==> images/met1.png <==
Scale bar: 10 um.
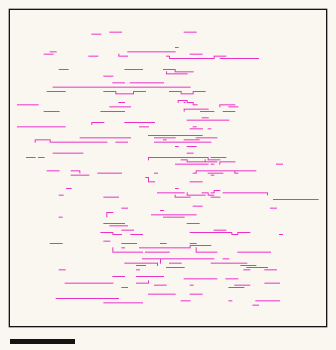
==> images/wire_density.png <==
Scale bar: 10 um. 10 x 10 tiles, from dark blue (low) to red (high), scaled to the fullest tile. Values are wire area over tile area, all layers added.
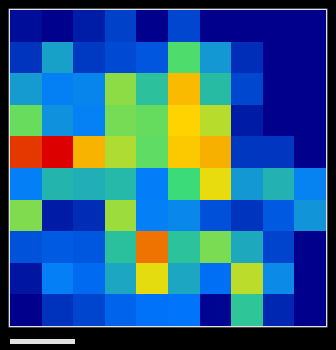
==> images/pins.png <==
Scale bar: 10 um. Pins as bars across the die edge, other pins in gray.
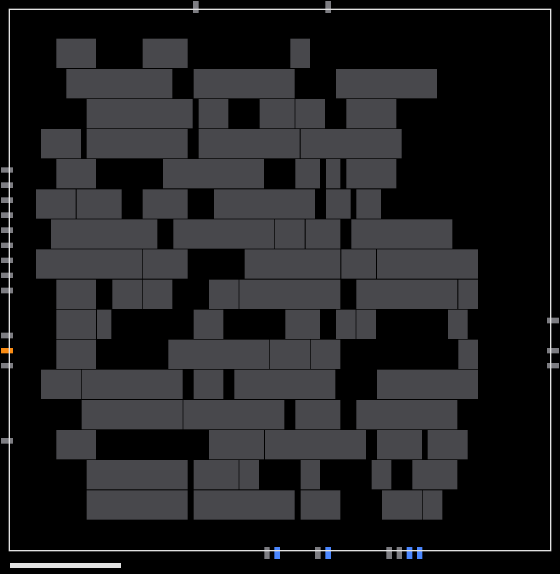
==> images/registers.png <==
Scale bar: 10 um.
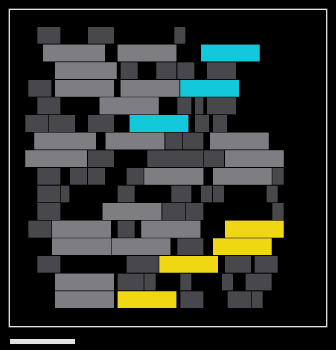
### src/rtl/counter_ctrl_if.sv
// -----------------------------------------------------------------------------
// counter_ctrl_if
//
// Bundles the user-facing controls (raw buttons, switches) and the counter
// control outputs of counter_ctrl into one interface.
//
// Parameter:
//   N         counter width; width of sw_data, sw_limit, data_in, limit
//
// Signals:
//   btn_up    raw button: step up / select up
//   btn_down  raw button: step down / select down
//   btn_load  raw button: load sw_data into the counter
//   btn_run   raw button: toggle STOP/RUN
//   sw_data   load value, quasi-static
//   sw_limit  wrap limit, quasi-static
//   enable    one-cycle step pulse to the counter
//   decrese   direction level, 1 = down
//   carga     one-cycle load pulse
//   data_in   load value captured at the load event
//   limit     registered copy of sw_limit
//   running   high while in RUN
//
// Modports:
//   master    the side that drives buttons/switches and observes the controls
//   slave     counter_ctrl itself
// -----------------------------------------------------------------------------
interface counter_ctrl_if #(
  parameter int N = 4
);

  logic         btn_up;
  logic         btn_down;
  logic         btn_load;
  logic         btn_run;
  logic [N-1:0] sw_data;
  logic [N-1:0] sw_limit;

  logic         enable;
  logic         decrese;
  logic         carga;
  logic [N-1:0] data_in;
  logic [N-1:0] limit;
  logic         running;

  modport master (
    output btn_up,
    output btn_down,
    output btn_load,
    output btn_run,
    output sw_data,
    output sw_limit,
    input  enable,
    input  decrese,
    input  carga,
    input  data_in,
    input  limit,
    input  running
  );

  modport slave (
    input  btn_up,
    input  btn_down,
    input  btn_load,
    input  btn_run,
    input  sw_data,
    input  sw_limit,
    output enable,
    output decrese,
    output carga,
    output data_in,
    output limit,
    output running
  );

endinterface

### src/rtl/counter_ctrl.sv
// -----------------------------------------------------------------------------
// counter_ctrl
//
// Front-end controller for the up/down loadable counter. Each raw button is
// synchronised, optionally debounced and edge-detected into a one-cycle press
// event. A two-state FSM (STOP/RUN) turns those events into single-cycle
// enable/carga pulses, a direction level and registered data/limit buses.
// In STOP every up/down press steps once; in RUN a prescaler steps the
// counter every TICK_DIV cycles and up/down only select the direction.
//
// Parameters:
//   N          counter width (must match the interface N)
//   TICK_DIV   clk cycles per automatic step in RUN, >= 2
//   DB_CYCLES  consecutive stable samples to accept a button change, >= 1
//
// Ports:
//   clk        system clock, rising edge
//   rst        asynchronous active-high reset, clears all state and outputs
//   bus        counter_ctrl_if.slave: buttons/switches in, counter controls out
//
// Build option:
//   COUNTER_CTRL_DEBOUNCE_EN  when defined, a debouncer sits between each
//                             synchroniser and edge detector; when undefined
//                             the synchroniser output is used directly and
//                             DB_CYCLES has no effect.
//
// Every output comes straight from a flop; there is no combinational path
// from any input to any output.
// -----------------------------------------------------------------------------
module counter_ctrl #(
  parameter int N         = 4,
  parameter int TICK_DIV  = 8,
  parameter int DB_CYCLES = 4
) (
  input logic           clk,
  input logic           rst,
  counter_ctrl_if.slave bus
);

  // Button slots inside the 4-bit per-button vectors.
  localparam int BTN_UP   = 0;
  localparam int BTN_DOWN = 1;
  localparam int BTN_LOAD = 2;
  localparam int BTN_RUN  = 3;

  // FSM encoding.
  localparam logic [0:0] STOP = 1'b0;
  localparam logic [0:0] RUN  = 1'b1;

  // Prescaler sizing: counts 0..TICK_DIV-1.
  localparam int              PW        = (TICK_DIV > 2) ? $clog2(TICK_DIV) : 1;
  localparam logic [PW-1:0]   TICK_LAST = PW'(TICK_DIV - 1);

  // Reject illegal parameterisations at elaboration.
  if (TICK_DIV < 2 || DB_CYCLES < 1) begin : g_bad_param
    $error("counter_ctrl: TICK_DIV must be >= 2 and DB_CYCLES >= 1");
  end

  // ---------------------------------------------------------------------------
  // Input path
  // ---------------------------------------------------------------------------
  logic [3:0] btn_raw;
  logic [3:0] sync1;
  logic [3:0] sync2;
  logic [3:0] stable;
  logic [3:0] stable_prev;
  logic [3:0] press;

  assign btn_raw = {bus.btn_run, bus.btn_load, bus.btn_down, bus.btn_up};

  // Two-flop synchroniser for the asynchronous buttons.
  always_ff @(posedge clk or posedge rst) begin
    if (rst) begin
      sync1 <= 4'b0000;
      sync2 <= 4'b0000;
    end else begin
      sync1 <= btn_raw;
      sync2 <= sync1;
    end
  end

`ifdef COUNTER_CTRL_DEBOUNCE_EN
  // Counter only has to reach DB_CYCLES-1 before the flip.
  localparam int            DW      = (DB_CYCLES > 2) ? $clog2(DB_CYCLES) : 1;
  localparam logic [DW-1:0] DB_LAST = DW'(DB_CYCLES - 1);

  logic [DW-1:0] db_cnt [4];

  // Debouncer: stable flips only after DB_CYCLES consecutive mismatching
  // samples; any matching sample restarts the count.
  always_ff @(posedge clk or posedge rst) begin
    if (rst) begin
      stable <= 4'b0000;
      for (int i = 0; i < 4; i++) begin
        db_cnt[i] <= {DW{1'b0}};
      end
    end else begin
      for (int i = 0; i < 4; i++) begin
        if (sync2[i] != stable[i]) begin
          if (db_cnt[i] == DB_LAST) begin
            stable[i] <= ~stable[i];
            db_cnt[i] <= {DW{1'b0}};
          end else begin
            db_cnt[i] <= db_cnt[i] + DW'(1);
          end
        end else begin
          db_cnt[i] <= {DW{1'b0}};
        end
      end
    end
  end
`else
  // Without the debouncer the synchronised level is taken as-is.
  assign stable = sync2;
`endif

  // Previous debounced level for rising-edge detection.
  always_ff @(posedge clk or posedge rst) begin
    if (rst) begin
      stable_prev <= 4'b0000;
    end else begin
      stable_prev <= stable;
    end
  end

  // Presses only; releases are ignored.
  assign press = stable & ~stable_prev;

  logic up_ev;
  logic down_ev;
  logic load_ev;
  logic run_ev;

  assign up_ev   = press[BTN_UP];
  assign down_ev = press[BTN_DOWN];
  assign load_ev = press[BTN_LOAD];
  assign run_ev  = press[BTN_RUN];

  // ---------------------------------------------------------------------------
  // Control FSM
  // ---------------------------------------------------------------------------
  logic [0:0]    state;
  logic [0:0]    state_nxt;
  logic [PW-1:0] presc;
  logic [PW-1:0] presc_nxt;
  logic          dir;
  logic          dir_nxt;
  logic          step;
  logic          step_nxt;
  logic          load;
  logic          load_nxt;
  logic [N-1:0]  data_reg;
  logic [N-1:0]  data_nxt;
  logic [N-1:0]  limit_reg;
  logic          tick;

  // Next-state decode. Events are mutually exclusive by priority
  // load > down > up > run; the RUN tick runs independently of events but is
  // suppressed by a load so enable and carga never coincide.
  always_comb begin
    state_nxt = state;
    presc_nxt = presc;
    dir_nxt   = dir;
    step_nxt  = 1'b0;
    load_nxt  = 1'b0;
    data_nxt  = data_reg;
    tick      = 1'b0;

    // Prescaler free-runs in RUN and rests at zero in STOP.
    if (state == RUN) begin
      tick = (presc == TICK_LAST);
      if (tick) begin
        presc_nxt = {PW{1'b0}};
      end else begin
        presc_nxt = presc + PW'(1);
      end
    end else begin
      presc_nxt = {PW{1'b0}};
    end

    // The default step is the prescaler tick; events below may override.
    step_nxt = tick;

    if (load_ev) begin
      load_nxt = 1'b1;
      data_nxt = bus.sw_data;
      step_nxt = 1'b0;
    end else if (down_ev) begin
      dir_nxt = 1'b1;
      if (state == STOP) begin
        step_nxt = 1'b1;
      end else begin
        step_nxt = tick;
      end
    end else if (up_ev) begin
      dir_nxt = 1'b0;
      if (state == STOP) begin
        step_nxt = 1'b1;
      end else begin
        step_nxt = tick;
      end
    end else if (run_ev) begin
      presc_nxt = {PW{1'b0}};
      case (state)
        STOP:    state_nxt = RUN;
        RUN:     state_nxt = STOP;
        default: state_nxt = STOP;
      endcase
    end else begin
      state_nxt = state;
    end
  end

  // FSM state, prescaler and output registers.
  always_ff @(posedge clk or posedge rst) begin
    if (rst) begin
      state     <= STOP;
      presc     <= {PW{1'b0}};
      dir       <= 1'b0;
      step      <= 1'b0;
      load      <= 1'b0;
      data_reg  <= {N{1'b0}};
      limit_reg <= {N{1'b1}};
    end else begin
      state     <= state_nxt;
      presc     <= presc_nxt;
      dir       <= dir_nxt;
      step      <= step_nxt;
      load      <= load_nxt;
      data_reg  <= data_nxt;
      limit_reg <= bus.sw_limit;
    end
  end

  assign bus.enable  = step;
  assign bus.carga   = load;
  assign bus.decrese = dir;
  assign bus.data_in = data_reg;
  assign bus.limit   = limit_reg;
  assign bus.running = (state == RUN);

endmodule
### src/flat_wrapper.sv
// flat-port wrapper written by rule: the top's interface ports become plain ports
module counter_ctrl_flat 
#(
  parameter int N         = 4,
  parameter int TICK_DIV  = 8,
  parameter int DB_CYCLES = 4
)
  (clk, rst, bus_btn_up, bus_btn_down, bus_btn_load, bus_btn_run, bus_sw_data, bus_sw_limit, bus_enable, bus_decrese, bus_carga, bus_data_in, bus_limit, bus_running);
  counter_ctrl_if #(.N(N)) bus_i ();
  input logic clk;
  input logic rst;
  input wire logic [$bits(bus_i.btn_up)-1:0] bus_btn_up;
  input wire logic [$bits(bus_i.btn_down)-1:0] bus_btn_down;
  input wire logic [$bits(bus_i.btn_load)-1:0] bus_btn_load;
  input wire logic [$bits(bus_i.btn_run)-1:0] bus_btn_run;
  input wire logic [$bits(bus_i.sw_data)-1:0] bus_sw_data;
  input wire logic [$bits(bus_i.sw_limit)-1:0] bus_sw_limit;
  output wire logic [$bits(bus_i.enable)-1:0] bus_enable;
  output wire logic [$bits(bus_i.decrese)-1:0] bus_decrese;
  output wire logic [$bits(bus_i.carga)-1:0] bus_carga;
  output wire logic [$bits(bus_i.data_in)-1:0] bus_data_in;
  output wire logic [$bits(bus_i.limit)-1:0] bus_limit;
  output wire logic [$bits(bus_i.running)-1:0] bus_running;
  assign bus_i.btn_up = bus_btn_up;
  assign bus_i.btn_down = bus_btn_down;
  assign bus_i.btn_load = bus_btn_load;
  assign bus_i.btn_run = bus_btn_run;
  assign bus_i.sw_data = bus_sw_data;
  assign bus_i.sw_limit = bus_sw_limit;
  assign bus_enable = bus_i.enable;
  assign bus_decrese = bus_i.decrese;
  assign bus_carga = bus_i.carga;
  assign bus_data_in = bus_i.data_in;
  assign bus_limit = bus_i.limit;
  assign bus_running = bus_i.running;
  counter_ctrl #(.N(N), .TICK_DIV(TICK_DIV), .DB_CYCLES(DB_CYCLES)) u_core (.clk(clk), .rst(rst), .bus(bus_i));
endmodule
### config.mk
export PLATFORM = sky130hd
export DESIGN_NAME = counter_ctrl_flat
export DESIGN_NICKNAME = d
export VERILOG_FILES = /design/src/rtl/counter_ctrl_if.sv /design/src/rtl/counter_ctrl.sv /design/src/flat_wrapper.sv
export SDC_FILE = /design/constraint.sdc
export NUM_CORES = 1
export LEC_CHECK = 0
export ABC_CLOCK_PERIOD_IN_PS = 1200
export CORE_MARGIN = 2
export CORE_UTILIZATION = 44
export DETAILED_ROUTE_END_ITERATION = 7
export PLACE_DENSITY = 0.79
export SYNTH_ARGS = -nofsm -noshare
export SYNTH_HDL_FRONTEND = slang
export SYNTH_SLANG_ARGS = --single-unit
### constraint.sdc
create_clock -name clk -period 1.2 [get_ports clk]
set_input_delay 0.18 -clock clk [delete_from_list [all_inputs] [get_ports clk]]
set_output_delay 0.18 -clock clk [all_outputs]
set_load 0.02 [all_outputs]
==> run_results.csv <==
group,metric,value,unit
global_routing,globalRouteOverflowTotal,0,
worst_hold_path,hold_path_class,"input pin to asynchronous set/reset pin",
synthesis,ys_types,17,
synthesis,yosys.area_share.aoi,2.12,%
timing,worst_pin_slew,0.217,ns
clock_tree,cts_hold_buffers,0,
floorplan,initCoreUtil,46.0,%
drt,ant_nets,0,
drt,dr.pass1.iters,2,
clock_tree,htreeDepth,1,
worst_setup_path,cp_top_family,"flip-flops",
drt,dr_wl_met3,87,um
timing,worst_slack,0.0401,ns
global_routing,busiest_layer,"met2",
global_routing,grt_pass1_vias,540,
cells_and_area,n_fill_cell,163,
placement,place_ws,-0.0778,ns
clock_tree,cts-resized-gates,37,
worst_setup_path,cp-end-kind,"output port",
worst_setup_path,critPathMaxStageDelay,0.56,ns
global_routing,antenna_found_initial,0,
timing,finalSetupTns,0,ns
placement,dp_cells,103,
outcome,outcome,"complete, no violations",
worst_setup_path,critical_path.cell_chain,"buf_6",
power,power_density,1600,nW/um2
synthesis,synthCells,49,
synthesis,logic_family,"simple AND/OR/NAND/NOR gates",
Notes on met1.png above:
80 nets have wire on it. The wires run mostly horizontal. The layer carries 477 um of wire. The longest straight run is 21.2 um.
WL final: 1.17 mm
via count: 485
met1 usage in global routing: 14.7%

Notes on wire_density.png above:
18% of the tiles are nearly empty. The mean over all tiles is 0.078. 22% of the tiles are over half the peak. The fullest tile reaches 0.26.
GRT Total Usage: 11.9%
wire per inst: 10.9 um

Notes on pins.png above:
`bus_data_in`: marked blue, pins 4, direction output, edge south. `bus_btn_down`: marked orange, pins 1, direction input, edge west.
All pins by edge: 13 west, 8 south, 3 east, 2 north.
die width: 48.8 um
Buffers on Ports: 25
die height: 48.8 um

Notes on registers.png above:
`u_core.presc`: marked cyan, flops 3. `u_core.bus.data_in`: marked yellow, flops 4.
post-layout util: 61.2%
Seq/total area: 57.9%
FF/Latch Area: 681 um2

-- cell usage after synthesis --
cell and number:
nor2_1 1, ha_1 2, nor2b_4 1, or2b_1 1
mux2_2 4, dfrtp_1 23, and2b_1 1, nand4b_4 1
o21ai_0 2, dfstp_2 4, nand2b_2 1, and3b_1 1
buf_6 1, xnor2_1 1, a311oi_1 1, and3_1 2
inv_1 2
-- layout make-up --
type,count,share of cell area (%)
clock buffer,3,1.91
clock inverter,1,0.638
inverter,2,0.638
multi-input combinational,19,15.9
sequential,27,57.9
tap,27,2.87
timing repair buffer,28,20.2
-- power by group --
group,internal [mW],switching [mW],total (mW)
combinational,0.207,0.214,0.420
sequential,1.04,0.0489,1.08
clock,0.127,0.248,0.375
Power figures rest on the tool's default switching activity, not on a simulated workload.
